<file path="config.mk">
export PLATFORM = sky130hd
export DESIGN_NAME = gate_bank_bist_flat
export DESIGN_NICKNAME = d
export VERILOG_FILES = /design/src/rtl/gate_bank_bist_if.sv /design/src/rtl/gate_bank_bist.sv /design/src/flat_wrapper.sv
export SDC_FILE = /design/constraint.sdc
export NUM_CORES = 1
export LEC_CHECK = 0
export CAP_MARGIN = 20
export CORE_MARGIN = 4
export CORE_UTILIZATION = 51
export DETAILED_ROUTE_END_ITERATION = 8
export HOLD_SLACK_MARGIN = 0.03
export PLACE_DENSITY = 0.78
export SYNTH_ARGS = -nofsm -noshare
export SYNTH_HDL_FRONTEND = slang
export SYNTH_SLANG_ARGS = --single-unit
</file>
<file path="constraint.sdc">
create_clock -name clk -period 3 [get_ports clk]
set_input_delay 0.6 -clock clk [delete_from_list [all_inputs] [get_ports clk]]
set_output_delay 0.6 -clock clk [all_outputs]
set_load 0.05 [all_outputs]
</file>
<file path="src/rtl/gate_bank_bist_if.sv">
`default_nettype none
`timescale 1ns/1ps
// +--------------------------------------------------------------------------+
// | Module   : gate_bank_bist_if                                             |
// | Purpose  : Bus bundle for the gate_bank_bist N-channel gate bank.        |
// |            Carries the gate operands and mode, registered results, and   |
// |            the BIST handshake/status signals.                            |
// | Ports    : mode[2:0], a/b/y[CHANNELS-1:0], bist_start, bist_busy,        |
// |            bist_done, bist_pass, bist_fail_mask[CHANNELS-1:0]            |
// |            fault_mask[CHANNELS-1:0] only when FAULT_INJECT_EN is defined |
// | Modports : master (stimulus side), slave (gate bank side)                |
// | Revision : 1.0 - initial release                                         |
// +--------------------------------------------------------------------------+
interface gate_bank_bist_if #(
  parameter int CHANNELS = 4
);
  logic [2:0]          mode;
  logic [CHANNELS-1:0] a;
  logic [CHANNELS-1:0] b;
  logic [CHANNELS-1:0] y;
  logic                bist_start;
  logic                bist_busy;
  logic                bist_done;
  logic                bist_pass;
  logic [CHANNELS-1:0] bist_fail_mask;
`ifdef FAULT_INJECT_EN
  logic [CHANNELS-1:0] fault_mask;

  modport master (
    output mode, a, b, bist_start, fault_mask,
    input  y, bist_busy, bist_done, bist_pass, bist_fail_mask
  );
  modport slave (
    input  mode, a, b, bist_start, fault_mask,
    output y, bist_busy, bist_done, bist_pass, bist_fail_mask
  );
`else
  modport master (
    output mode, a, b, bist_start,
    input  y, bist_busy, bist_done, bist_pass, bist_fail_mask
  );
  modport slave (
    input  mode, a, b, bist_start,
    output y, bist_busy, bist_done, bist_pass, bist_fail_mask
  );
`endif
endinterface
`default_nettype wire

</file>
<file path="src/rtl/gate_bank_bist.sv">
`default_nettype none
`timescale 1ns/1ps
// +--------------------------------------------------------------------------+
// | Module   : gate_bank_bist                                                |
// | Purpose  : Registered N-channel two-input gate bank with one shared      |
// |            runtime mode (AND/OR/XOR/NAND/NOR/XNOR, 6/7 -> 0) and a       |
// |            built-in self-test that sweeps vectors 00,01,10,11 through    |
// |            every channel and reports a sticky per-channel fail mask.     |
// | Ports    : clk        - system clock, rising edge                        |
// |            rst_n      - synchronous active-low reset                     |
// |            bus        - gate_bank_bist_if.slave (mode, a, b, y, BIST)    |
// | Options  : FAULT_INJECT_EN - adds bus.fault_mask; inverts registered y   |
// |            per set bit in both normal and BIST operation.                |
// | Revision : 1.0 - initial release                                         |
// +--------------------------------------------------------------------------+
module gate_bank_bist #(
  parameter int CHANNELS    = 4,
  parameter int HOLD_CYCLES = 2
) (
  input  wire logic        clk,
  input  wire logic        rst_n,
  gate_bank_bist_if.slave  bus
);

  localparam logic [1:0] ST_IDLE = 2'd0;
  localparam logic [1:0] ST_RUN  = 2'd1;
  localparam logic [1:0] ST_DONE = 2'd2;

  localparam int              HOLD_W    = (HOLD_CYCLES < 1) ? 1 : $clog2(HOLD_CYCLES + 1);
  localparam logic [HOLD_W-1:0] HOLD_LAST = HOLD_W'(HOLD_CYCLES);
  localparam logic [HOLD_W-1:0] HOLD_ONE  = HOLD_W'(1);

  function automatic logic gate_fn(input logic [2:0] m, input logic ai, input logic bi);
    logic r;
    case (m)
      3'd0:    r = ai & bi;
      3'd1:    r = ai | bi;
      3'd2:    r = ai ^ bi;
      3'd3:    r = ~(ai & bi);
      3'd4:    r = ~(ai | bi);
      3'd5:    r = ~(ai ^ bi);
      default: r = 1'b0;
    endcase
    return r;
  endfunction

  logic [1:0]          state_q, state_d;
  logic [1:0]          vec_q, vec_d;
  logic [HOLD_W-1:0]   hold_q, hold_d;
  logic [2:0]          bist_mode_q, bist_mode_d;
  logic [CHANNELS-1:0] y_q, y_d;
  logic                busy_q, busy_d;
  logic                done_q, done_d;
  logic                pass_q, pass_d;
  logic [CHANNELS-1:0] fail_mask_q, fail_mask_d;

  logic                in_run;
  logic [2:0]          fn_mode;
  logic                exp_bit;
  logic [CHANNELS-1:0] gate_a;
  logic [CHANNELS-1:0] gate_b;
  logic [CHANNELS-1:0] gate_y;
  logic [CHANNELS-1:0] mism;
  logic [CHANNELS-1:0] inv_mask;

  // While RUN owns the gates, all channels see the same BIST vector and the
  // mode latched at start; live a/b/mode are ignored.
  assign in_run  = (state_q == ST_RUN);
  assign fn_mode = in_run ? bist_mode_q : bus.mode;
  assign exp_bit = gate_fn(bist_mode_q, vec_q[1], vec_q[0]);

`ifdef FAULT_INJECT_EN
  assign inv_mask = bus.fault_mask;
`else
  assign inv_mask = '0;
`endif

  for (genvar i = 0; i < CHANNELS; i++) begin : g_chan
    assign gate_a[i] = in_run ? vec_q[1] : bus.a[i];
    assign gate_b[i] = in_run ? vec_q[0] : bus.b[i];
    assign gate_y[i] = gate_fn(fn_mode, gate_a[i], gate_b[i]);
    assign mism[i]   = y_q[i] ^ exp_bit;
  end

  always_comb begin
    state_d     = state_q;
    vec_d       = vec_q;
    hold_d      = hold_q;
    bist_mode_d = bist_mode_q;
    pass_d      = pass_q;
    fail_mask_d = fail_mask_q;
    done_d      = 1'b0;
    y_d         = gate_y ^ inv_mask;
    // Status outputs lag the FSM by one edge so busy covers RUN+DONE and the
    // done pulse lands together with the final pass verdict.
    busy_d      = (state_q != ST_IDLE);

    case (state_q)
      ST_IDLE: begin
        // busy_q still shows the DONE cycle just after returning to IDLE;
        // a start seen while busy is visible is ignored.
        if (bus.bist_start && !busy_q) begin
          state_d     = ST_RUN;
          bist_mode_d = bus.mode;
          fail_mask_d = '0;
          pass_d      = 1'b0;
          vec_d       = 2'd0;
          hold_d      = '0;
        end
      end
      ST_RUN: begin
        // hold==0 is the settle cycle for registered y; compare on the last
        // hold cycle of each vector.
        if (hold_q == HOLD_LAST) begin
          fail_mask_d = fail_mask_q | mism;
          hold_d      = '0;
          vec_d       = 2'(vec_q + 2'd1);
          if (vec_q == 2'd3) begin
            state_d = ST_DONE;
          end
        end else begin
          hold_d = hold_q + HOLD_ONE;
        end
      end
      ST_DONE: begin
        done_d  = 1'b1;
        pass_d  = (fail_mask_q == '0);
        state_d = ST_IDLE;
      end
      default: begin
        state_d = ST_IDLE;
      end
    endcase
  end

  always_ff @(posedge clk) begin
    if (!rst_n) begin
      state_q     <= ST_IDLE;
      vec_q       <= 2'd0;
      hold_q      <= '0;
      bist_mode_q <= 3'd0;
      y_q         <= '0;
      busy_q      <= 1'b0;
      done_q      <= 1'b0;
      pass_q      <= 1'b0;
      fail_mask_q <= '0;
    end else begin
      state_q     <= state_d;
      vec_q       <= vec_d;
      hold_q      <= hold_d;
      bist_mode_q <= bist_mode_d;
      y_q         <= y_d;
      busy_q      <= busy_d;
      done_q      <= done_d;
      pass_q      <= pass_d;
      fail_mask_q <= fail_mask_d;
    end
  end

  assign bus.y              = y_q;
  assign bus.bist_busy      = busy_q;
  assign bus.bist_done      = done_q;
  assign bus.bist_pass      = pass_q;
  assign bus.bist_fail_mask = fail_mask_q;

endmodule
`default_nettype wire
</file>
<file path="src/flat_wrapper.sv">
// flat-port wrapper written by rule: the top's interface ports become plain ports
module gate_bank_bist_flat 
#(
  parameter int CHANNELS    = 4,
  parameter int HOLD_CYCLES = 2
)
  (clk, rst_n, bus_mode, bus_a, bus_b, bus_bist_start, bus_y, bus_bist_busy, bus_bist_done, bus_bist_pass, bus_bist_fail_mask);
  gate_bank_bist_if #(.CHANNELS(CHANNELS)) bus_i ();
  input  wire logic clk;
  input  wire logic rst_n;
  input wire logic [$bits(bus_i.mode)-1:0] bus_mode;
  input wire logic [$bits(bus_i.a)-1:0] bus_a;
  input wire logic [$bits(bus_i.b)-1:0] bus_b;
  input wire logic [$bits(bus_i.bist_start)-1:0] bus_bist_start;
  output wire logic [$bits(bus_i.y)-1:0] bus_y;
  output wire logic [$bits(bus_i.bist_busy)-1:0] bus_bist_busy;
  output wire logic [$bits(bus_i.bist_done)-1:0] bus_bist_done;
  output wire logic [$bits(bus_i.bist_pass)-1:0] bus_bist_pass;
  output wire logic [$bits(bus_i.bist_fail_mask)-1:0] bus_bist_fail_mask;
  assign bus_i.mode = bus_mode;
  assign bus_i.a = bus_a;
  assign bus_i.b = bus_b;
  assign bus_i.bist_start = bus_bist_start;
  assign bus_y = bus_i.y;
  assign bus_bist_busy = bus_i.bist_busy;
  assign bus_bist_done = bus_i.bist_done;
  assign bus_bist_pass = bus_i.bist_pass;
  assign bus_bist_fail_mask = bus_i.bist_fail_mask;
  gate_bank_bist #(.CHANNELS(CHANNELS), .HOLD_CYCLES(HOLD_CYCLES)) u_core (.clk(clk), .rst_n(rst_n), .bus(bus_i));
endmodule
</file>
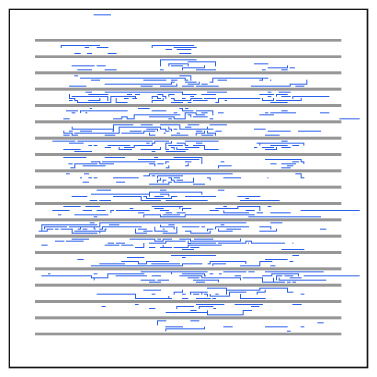
*M1 wires*
Scale: 6 px per um. Supply wires on this layer in grey.
longest straight run	24.4 um
share of all routed wire	43%
wire length on this layer	1290 um
nets with wire on the layer	181
vias post-DR: 1274
met1 Use GR: 20.7%

==> summary.txt <==
run results: Worst Hold Class=reg2reg, IR drop worst, VDD=309 uV, Setup-failing EPs final=0, DIE HEIGHT=59.5 um, Antenna Cells=0, share of cells above drive strength 1=7.07%, Worst Hold Depth=2, post-layout period usage=79.5%, tool warnings=31, iteration tally of the first detailed-router pass=4, Setup crit end kind=flop, Post-Synthesis Cells=160, Mapped Area=1350 um2, Ys Warns=0, routed len/inst=14.0 um, Worst path top cell family by delay=simple AND/OR/NAND/NOR gates, number of gates on the worst path with buffers counted=7, reg2reg end=u_core.bus.y[2], yosys synthesis chip area=1350 um2, Die Wd=59.5 um, worst-path cell chain=nand2b_2 > nor2_1 > a21oi_1 > ha_1 > nor2_1 > o21ai_1 > a2111oi_1, GP Congestion=0.783, Synth Seq Share=29.7%, H-tree lvl count=1, Final #Nets=209, Worst Tran Pin Value=0.816 ns, CTS clk-pin slew, worst paths=0.11 ns, Final min period=2.39 ns, largest net degree at the start of global routing=22, GR Overflow Total=0, Pleak=0.000650 uW, Post-synth EDFFs=0, Crit Path Class=reg2reg, flip-flop and latch area=400 um2, Final Hold Viols=0, core box area=2500 um2, # Post-CTS Setup Buffers=0, critical path arrival=2.56 ns, Post-CTS Resized=0, FP Rows=18, floorplan-stage core utilization=54.0%, maxcap violations=0, clk sink count=20, Final HPWL DP=2350 um, CTS hold repair buffers=0, residual DRC count=0, initial antenna violation count=0, worst slew margin relative to its limit=44.1%, startpoint types=flop, DRT antenna net count=0, TritonCTS clock tree=built, CP bufs+invs=0, Reg2Reg Launch Point=u_core.state_q[0], PortBufs=24, crit-path most repeated cell=nor2_1, clk buf depth=2, fmax=419 MHz, outcome=completed, Avg Cell Area, Syn=8.44 um2, Synth Flop Type=dfxtp_1, Global Route met3 Usage=2.83%, worst r2r path cells=7, CP endpoint=u_core.bus.y[2], busiest grt layer=met2, Pwr per Cell Area=409 nW/um2, die area=3530 um2, Via density=5.95, ys async rst share=0%, post-route core utilization=65.6%
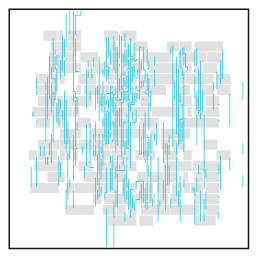
*Metal 2*
Scale: 4 px per um. Cells faint in the background.
share of all routed wire	48%
wire length on this layer	1450 um
longest straight run	25.2 um
met2 Use GR: 31.0%
Routed WL: 3000 um

[final cells by class]
class / instances / share of cell area [%]
repair buffers: 25 / 15.1
well taps: 30 / 2.29
flip-flops and latches: 20 / 24.4
multi-input cells: 121 / 52.8
clock buffers: 4 / 2.21
inverters: 14 / 3.20
[synth_stat cells, types with 4 or more instances]
cell | number | area (um2)
nand2_1 | 11 | 41.3
dfxtp_1 | 20 | 400
a31oi_1 | 5 | 31.3
o21ai_0 | 11 | 55.1
ha_1 | 10 | 125
nand3_1 | 8 | 40.0
nor3_1 | 5 | 25.0
nor2_1 | 7 | 26.3
nor2b_1 | 9 | 56.3
inv_1 | 14 | 52.6
mux2i_1 | 11 | 110
a21oi_1 | 11 | 55.1
xnor2_1 | 4 | 35.0
[flip-flops by register name (all words and copies together), names as in the netlist]
register                   flops
u_core.bus.bist_fail_mask      4
u_core.bus.y                   4
u_core.bist_mode_q             3
u_core.hold_q                  2
u_core.state_q                 2
u_core.vec_q                   2
u_core.bus.bist_busy           1
u_core.bus.bist_done           1
u_core.bus.bist_pass           1
[power by group]
group / internal [uW] / switching, uW / leakage [uW] / total [uW]
Combinational: 97.0 / 127 / 0.000466 / 224
Clock: 74.1 / 78.5 / 0.0000210 / 153
Sequential: 279 / 14.9 / 0.000163 / 294
[cell usage in the layout, fill, tap and decap left out, types with 3 or more instances in the layout]
cell type         n
clkdlybuf4s50_1  24
dfxtp_1          20
inv_1            14
a21oi_1          11
nand2_1          11
mux2i_1          11
o21ai_0          11
ha_1             10
nor2b_1           9
nand3_1           8
nor2_1            7
nor3_1            5
a31oi_1           5
xnor2_1           4
and3_1            3
o21a_1            3
clkbuf_4          3
[logic make-up (layout without fill, tap and decap cells)]
family	count (synthesis)	count (layout)	share of synthesized area, %
AOI/OAI and AO/OA	41	41	18.9
xor gates and xnor gates	4	4	2.59
muxes	16	16	13.6
buffers and inverters	19	43	6.21
adders and majority gates	10	10	9.27
and+or+nand+nor	50	50	19.7
DFF	20	20	29.7
[worst min path at each step]
stage,endpoint,from
4_1_cts,u_core.bus.bist_fail_mask[0],u_core.bus.bist_fail_mask[0]
2_1_floorplan,u_core.bus.bist_done,u_core.state_q[1]
3_5_place_dp,u_core.bus.bist_fail_mask[0],u_core.bus.bist_fail_mask[0]
3_3_place_gp,u_core.bus.bist_fail_mask[1],u_core.bus.bist_fail_mask[1]
5_1_grt,u_core.bus.bist_fail_mask[0],u_core.bus.bist_fail_mask[0]
6_report,u_core.bus.bist_fail_mask[3],u_core.bus.bist_fail_mask[3]
[per-layer routing]
metal / part of all wire (%) / wire (um)
met2: 48 / 1450
met3: 7.0 / 210
met1: 43 / 1290
met5: 0 / 0
met4: 1.8 / 53
[metrics by stage]
step / cell area (um2) / hold WS (ns) / cells / total power [uW] / setup WS [ns]
2_1_floorplan: 1350 / 0.495 / 160 / 458 / 0.875
3_3_place_gp: 1600 / 0.451 / 210 / 509 / 0.761
3_5_place_dp: 1600 / 0.474 / 210 / 519 / 0.661
4_1_cts: 1640 / 0.490 / 214 / 671 / 0.643
5_1_grt: 1640 / 0.520 / 214 / 704 / 0.427
6_report: 1640 / 0.489 / 214 / 670 / 0.614
Power is estimated from default activity; no workload was simulated.
